**src/rtl/mem_arb.sv**
```systemverilog
// Memory arbiter: one memory port shared by a fetch and a data requester.
// One transaction in flight; data has priority but never starves fetch.
module mem_arb #(
    parameter int TIMEOUT = 255
) (
    input  logic        clk,
    input  logic        rst,
    input  logic        if_req,
    input  logic [31:0] if_addr,
    output logic [31:0] if_rdata,
    output logic        if_done,
    input  logic        d_req,
    input  logic        d_we,
    input  logic [31:0] d_addr,
    input  logic [31:0] d_wdata,
    input  logic [3:0]  d_wstrb,
    output logic [31:0] d_rdata,
    output logic        d_done,
    output logic        m_valid,
    input  logic        m_ready,
    output logic        m_we,
    output logic [31:0] m_addr,
    output logic [31:0] m_wdata,
    output logic [3:0]  m_wstrb,
    input  logic        m_rvalid,
    input  logic [31:0] m_rdata,
    output logic        stall,
    output logic        err
);

    localparam int CW = ($clog2(TIMEOUT + 1) > 8) ? $clog2(TIMEOUT + 1) : 8;
    localparam logic [CW-1:0] TMO = CW'(TIMEOUT);

    typedef enum logic [1:0] {IDLE, REQ, WAIT} state_t;
    typedef enum logic {OWN_IF, OWN_D} owner_t;

    state_t        state;
    owner_t        owner;
    logic          last_d;
    logic [CW-1:0] cnt;
    logic [CW-1:0] cnt_inc;
    logic          tmo;
    logic          done_any;
    logic          grant_d;
    logic          grant_if;
    logic          abort;

    assign cnt_inc  = cnt + 1'b1;
    assign tmo      = (cnt_inc == TMO);
    assign done_any = if_done | d_done;

    // No grant in a done cycle: the finished requester still holds req.
    assign grant_d  = ~done_any & d_req & ~(last_d & if_req);
    assign grant_if = ~done_any & if_req & ~grant_d;

    // A response arriving on the last allowed cycle still completes.
    assign abort = tmo & ((state == REQ) | ((state == WAIT) & ~m_rvalid));

    assign stall = (if_req & ~if_done) | (d_req & ~d_done);

    always_ff @(posedge clk or negedge rst) begin
        if (!rst) begin
            state    <= IDLE;
            owner    <= OWN_IF;
            last_d   <= 1'b0;
            cnt      <= '0;
            m_valid  <= 1'b0;
            m_we     <= 1'b0;
            m_addr   <= '0;
            m_wdata  <= '0;
            m_wstrb  <= '0;
            if_done  <= 1'b0;
            d_done   <= 1'b0;
            if_rdata <= '0;
            d_rdata  <= '0;
            err      <= 1'b0;
        end else begin
            if_done <= 1'b0;
            d_done  <= 1'b0;
            unique case (state)
                IDLE: begin
                    cnt <= '0;
                    if (grant_d) begin
                        owner   <= OWN_D;
                        last_d  <= 1'b1;
                        m_valid <= 1'b1;
                        m_we    <= d_we;
                        m_addr  <= d_addr;
                        m_wdata <= d_wdata;
                        m_wstrb <= d_we ? d_wstrb : 4'b0000;
                        state   <= REQ;
                    end else if (grant_if) begin
                        owner   <= OWN_IF;
                        last_d  <= 1'b0;
                        m_valid <= 1'b1;
                        m_we    <= 1'b0;
                        m_addr  <= if_addr;
                        m_wdata <= '0;
                        m_wstrb <= 4'b0000;
                        state   <= REQ;
                    end
                end
                REQ: begin
                    cnt <= cnt_inc;
                    if (!tmo && m_ready) begin
                        m_valid <= 1'b0;
                        state   <= WAIT;
                    end
                end
                WAIT: begin
                    cnt <= cnt_inc;
                    if (m_rvalid) begin
                        state <= IDLE;
                        if (owner == OWN_IF) begin
                            if_done  <= 1'b1;
                            if_rdata <= m_rdata;
                        end else begin
                            d_done <= 1'b1;
                            if (!m_we) begin
                                d_rdata <= m_rdata;
                            end
                        end
                    end
                end
                default: state <= IDLE;
            endcase
            if (abort) begin
                state   <= IDLE;
                m_valid <= 1'b0;
                err     <= 1'b1;
                if (owner == OWN_IF) begin
                    if_done  <= 1'b1;
                    if_rdata <= '0;
                end else begin
                    d_done  <= 1'b1;
                    d_rdata <= '0;
                end
            end
        end
    end

endmodule

```
**config.mk**
```make
export PLATFORM = sky130hd
export DESIGN_NAME = mem_arb
export DESIGN_NICKNAME = d
export VERILOG_FILES = /design/src/rtl/mem_arb.sv
export SDC_FILE = /design/constraint.sdc
export NUM_CORES = 1
export LEC_CHECK = 0
export CAP_MARGIN = 30
export CORE_MARGIN = 10
export CORE_UTILIZATION = 40
export DETAILED_ROUTE_END_ITERATION = 7
export GPL_ROUTABILITY_DRIVEN = 0
export HOLD_SLACK_MARGIN = 0.03
export PLACE_DENSITY = 0.86
export SYNTH_ARGS = -nofsm -noshare
export SYNTH_HDL_FRONTEND = slang
export SYNTH_SLANG_ARGS = --single-unit
```
**constraint.sdc**
```tcl
create_clock -name clk -period 4.2 [get_ports clk]
set_input_delay 0.84 -clock clk [delete_from_list [all_inputs] [get_ports clk]]
set_output_delay 0.84 -clock clk [all_outputs]
set_load 0.05 [all_outputs]
```
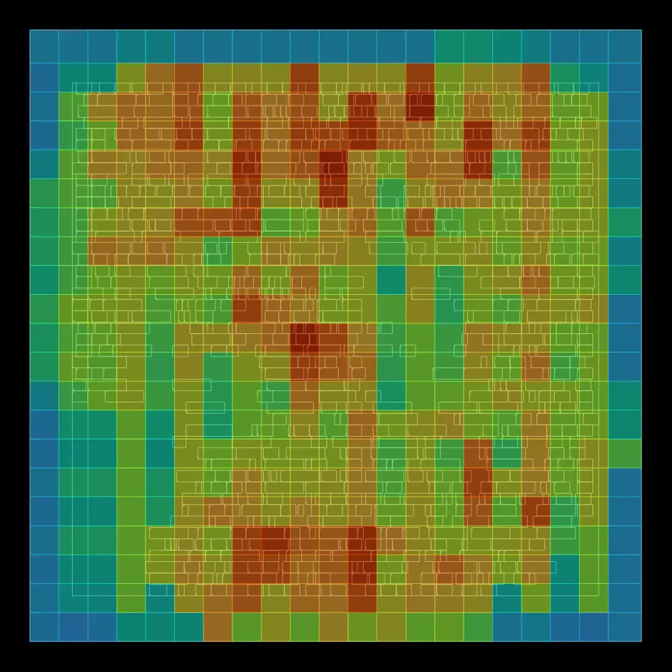
(routing congestion)
Tot GR Track Use: 18.55%
share of the core filled with cells in the final layout: 64.69%

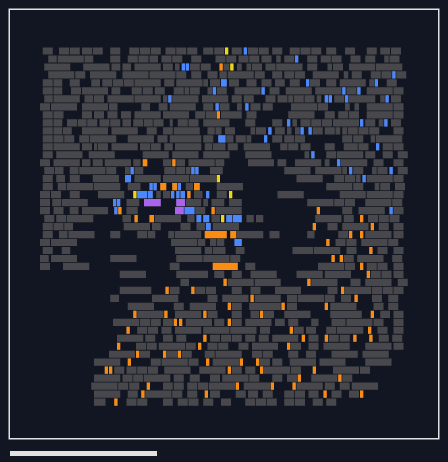
(gate-type map)
Bar = 50 um.
[inv cells] yellow | cells: 6
[nand cells] blue | cells: 57
[xor and xnor cells] purple | cells: 3
[nor cells] orange | cells: 79

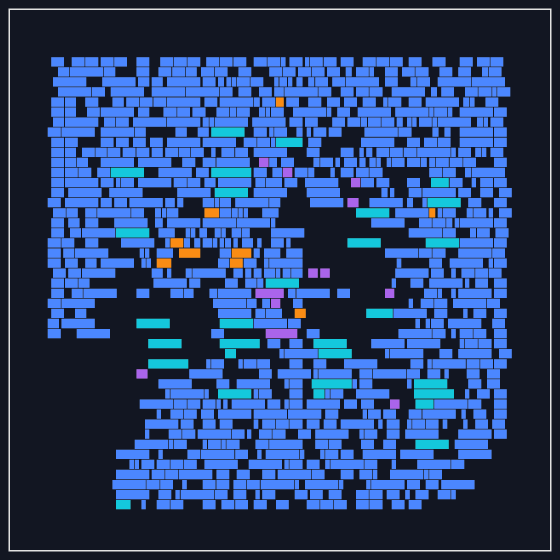
(drive-strength map)
[x6 and larger] cyan | cells: 29 | share: 3.6%
[x3 and x4] purple | cells: 12 | share: 1.5%
[x2] orange | cells: 9 | share: 1.1%
[x1 and smaller] blue | cells: 765 | share: 94%
count of buffers not belonging to the clock network in the layout: 285
Final WS setup: 0.9970 ns
Area Growth Syn to Fin: 56.81%
Design Area, Final: 0.009943 mm^2

[flip-flops by register name, indices dropped and copies added (netlist names)]
register / flops
d_done: 1
if_done: 1
m_addr: 32
cnt: 8
m_valid: 1
d_rdata: 32
state: 2
m_wdata: 32
m_wstrb: 4
if_rdata: 32
err: 1
last_d: 1
m_we: 1
[power groups by stage]
stage               Combinational (mW)  Sequential, mW  Clock [mW]
finish                            5.00            2.46        1.67
global route                      5.23            2.55        1.77
CTS                               5.05            2.46        1.72
detailed placement                5.03            2.47           0
global placement                  4.96            2.44           0
floorplan                         1.09            4.59           0
[worst max-delay path, cell delays in order]
cell and delay, ns:
sky130_fd_sc_hd__clkdlybuf4s50_1 0.50, sky130_fd_sc_hd__inv_1 0.05, sky130_fd_sc_hd__o22ai_1 0.14, sky130_fd_sc_hd__clkdlybuf4s50_1 0.83
[logic make-up (layout without fill, tap and decap cells)]
group           Yosys count  after routing  share of synthesized area (%)
compound gates           97             97                          11.19
buf+inv                  42            323                          3.177
flops                   148            148                          58.41
simple gates            138            138                          9.649
mux                      99             99                          15.67
fa+ha+maj                 7              7                          1.381
xor+xnor                  3              3                         0.5329
[cell usage after synthesis]
library cell,n
sky130_fd_sc_hd__o21a_1,2
sky130_fd_sc_hd__and3_1,1
sky130_fd_sc_hd__and4_1,1
sky130_fd_sc_hd__nand4b_1,1
sky130_fd_sc_hd__a2111oi_2,1
sky130_fd_sc_hd__ha_1,7
sky130_fd_sc_hd__o31a_1,1
sky130_fd_sc_hd__a31oi_1,1
sky130_fd_sc_hd__nor4b_4,1
sky130_fd_sc_hd__nor3_1,3
sky130_fd_sc_hd__o311a_1,1
sky130_fd_sc_hd__a2bb2oi_1,1
sky130_fd_sc_hd__nor4_4,1
sky130_fd_sc_hd__nor4_1,2
sky130_fd_sc_hd__nor2b_1,1
sky130_fd_sc_hd__buf_6,3
sky130_fd_sc_hd__a22o_1,38
sky130_fd_sc_hd__nand3b_1,2
sky130_fd_sc_hd__clkbuf_1,16
sky130_fd_sc_hd__nand2b_1,3
sky130_fd_sc_hd__buf_4,1
sky130_fd_sc_hd__xor2_1,1
sky130_fd_sc_hd__a41oi_1,1
sky130_fd_sc_hd__a32o_1,4
sky130_fd_sc_hd__a31o_2,1
sky130_fd_sc_hd__a21boi_0,1
sky130_fd_sc_hd__o21ai_0,35
sky130_fd_sc_hd__xnor2_1,1
sky130_fd_sc_hd__o22ai_1,2
sky130_fd_sc_hd__nor2_1,71
sky130_fd_sc_hd__mux2_2,2
sky130_fd_sc_hd__buf_1,2
sky130_fd_sc_hd__a311o_1,1
sky130_fd_sc_hd__a21o_1,3
sky130_fd_sc_hd__o21bai_1,2
sky130_fd_sc_hd__buf_2,14
sky130_fd_sc_hd__xor2_2,1
sky130_fd_sc_hd__nand3_2,2
sky130_fd_sc_hd__nand2_1,45
sky130_fd_sc_hd__dfrtp_1,148
sky130_fd_sc_hd__o31ai_1,1
sky130_fd_sc_hd__inv_1,6
sky130_fd_sc_hd__nand3_1,4
sky130_fd_sc_hd__a21oi_1,1
sky130_fd_sc_hd__mux2i_1,97
==> GITHUB_STEP_SUMMARY <==
### Flow metrics

| Metric | Value |
|---|---|
| Outcome | `completed` |
| OpenROAD warnings | `33` |
| Post-CTS setup buffer count | `0` |
| Net switching power figure | `4.283 mW` |
| DP Wirelength | `15050 um` |
| Transition time at the pin with the least slew margin | `0.9214 ns` |
| TritonCTS clock tree | `yes` |
| Met1 WL | `7741 um` |
| Met2 routed WL | `10980 um` |
| Hold Buf Count CTS | `0` |
| Area-dominant cell class after layout | `flip-flops and latches` |
| Largest driver fanout on the critical path | `3` |
| Endpoint type of the worst setup path | `output pin` |
| Type of the most critical hold path | `in2async` |
| Number of primary I/O pins | `277` |
| Total cell area reported by yosys after synthesis | `0.006341 mm^2` |
| Finish-stage setup viols | `0` |
| First-pass GRT wire length | `31370 um` |
| Cells after synthesis | `534` |
| Most numerous logic cells after layout | `sky130_fd_sc_hd__clkdlybuf4s50_1 (275), sky130_fd_sc_hd__dfrtp_1 (148), sky130_fd_sc_hd__mux2i_1 (97)` |
| Initial antenna violation count | `0` |
| Met2 usage | `33.76%` |
| Width of the chip | `145.9 um` |
| Length of the first detailed-routing pass in iterations | `4` |
| Reg-to-Reg End | `d_rdata[24]` |
| Final antenna diode count | `0` |
| Clock sink total | `148` |
| Register share after synthesis | `58.41%` |
| Multi-input combinational area share | `24.52%` |
| Synthesized net count | `680` |
| Number of cells traversed by the worst register-to-register path | `7` |
| Total Routed Length | `20180 um` |
| Count of input and output buffers | `276` |
| PD cells | `918.4 mW/mm^2` |
Power figures rest on the tool's default switching activity, not on a simulated workload.
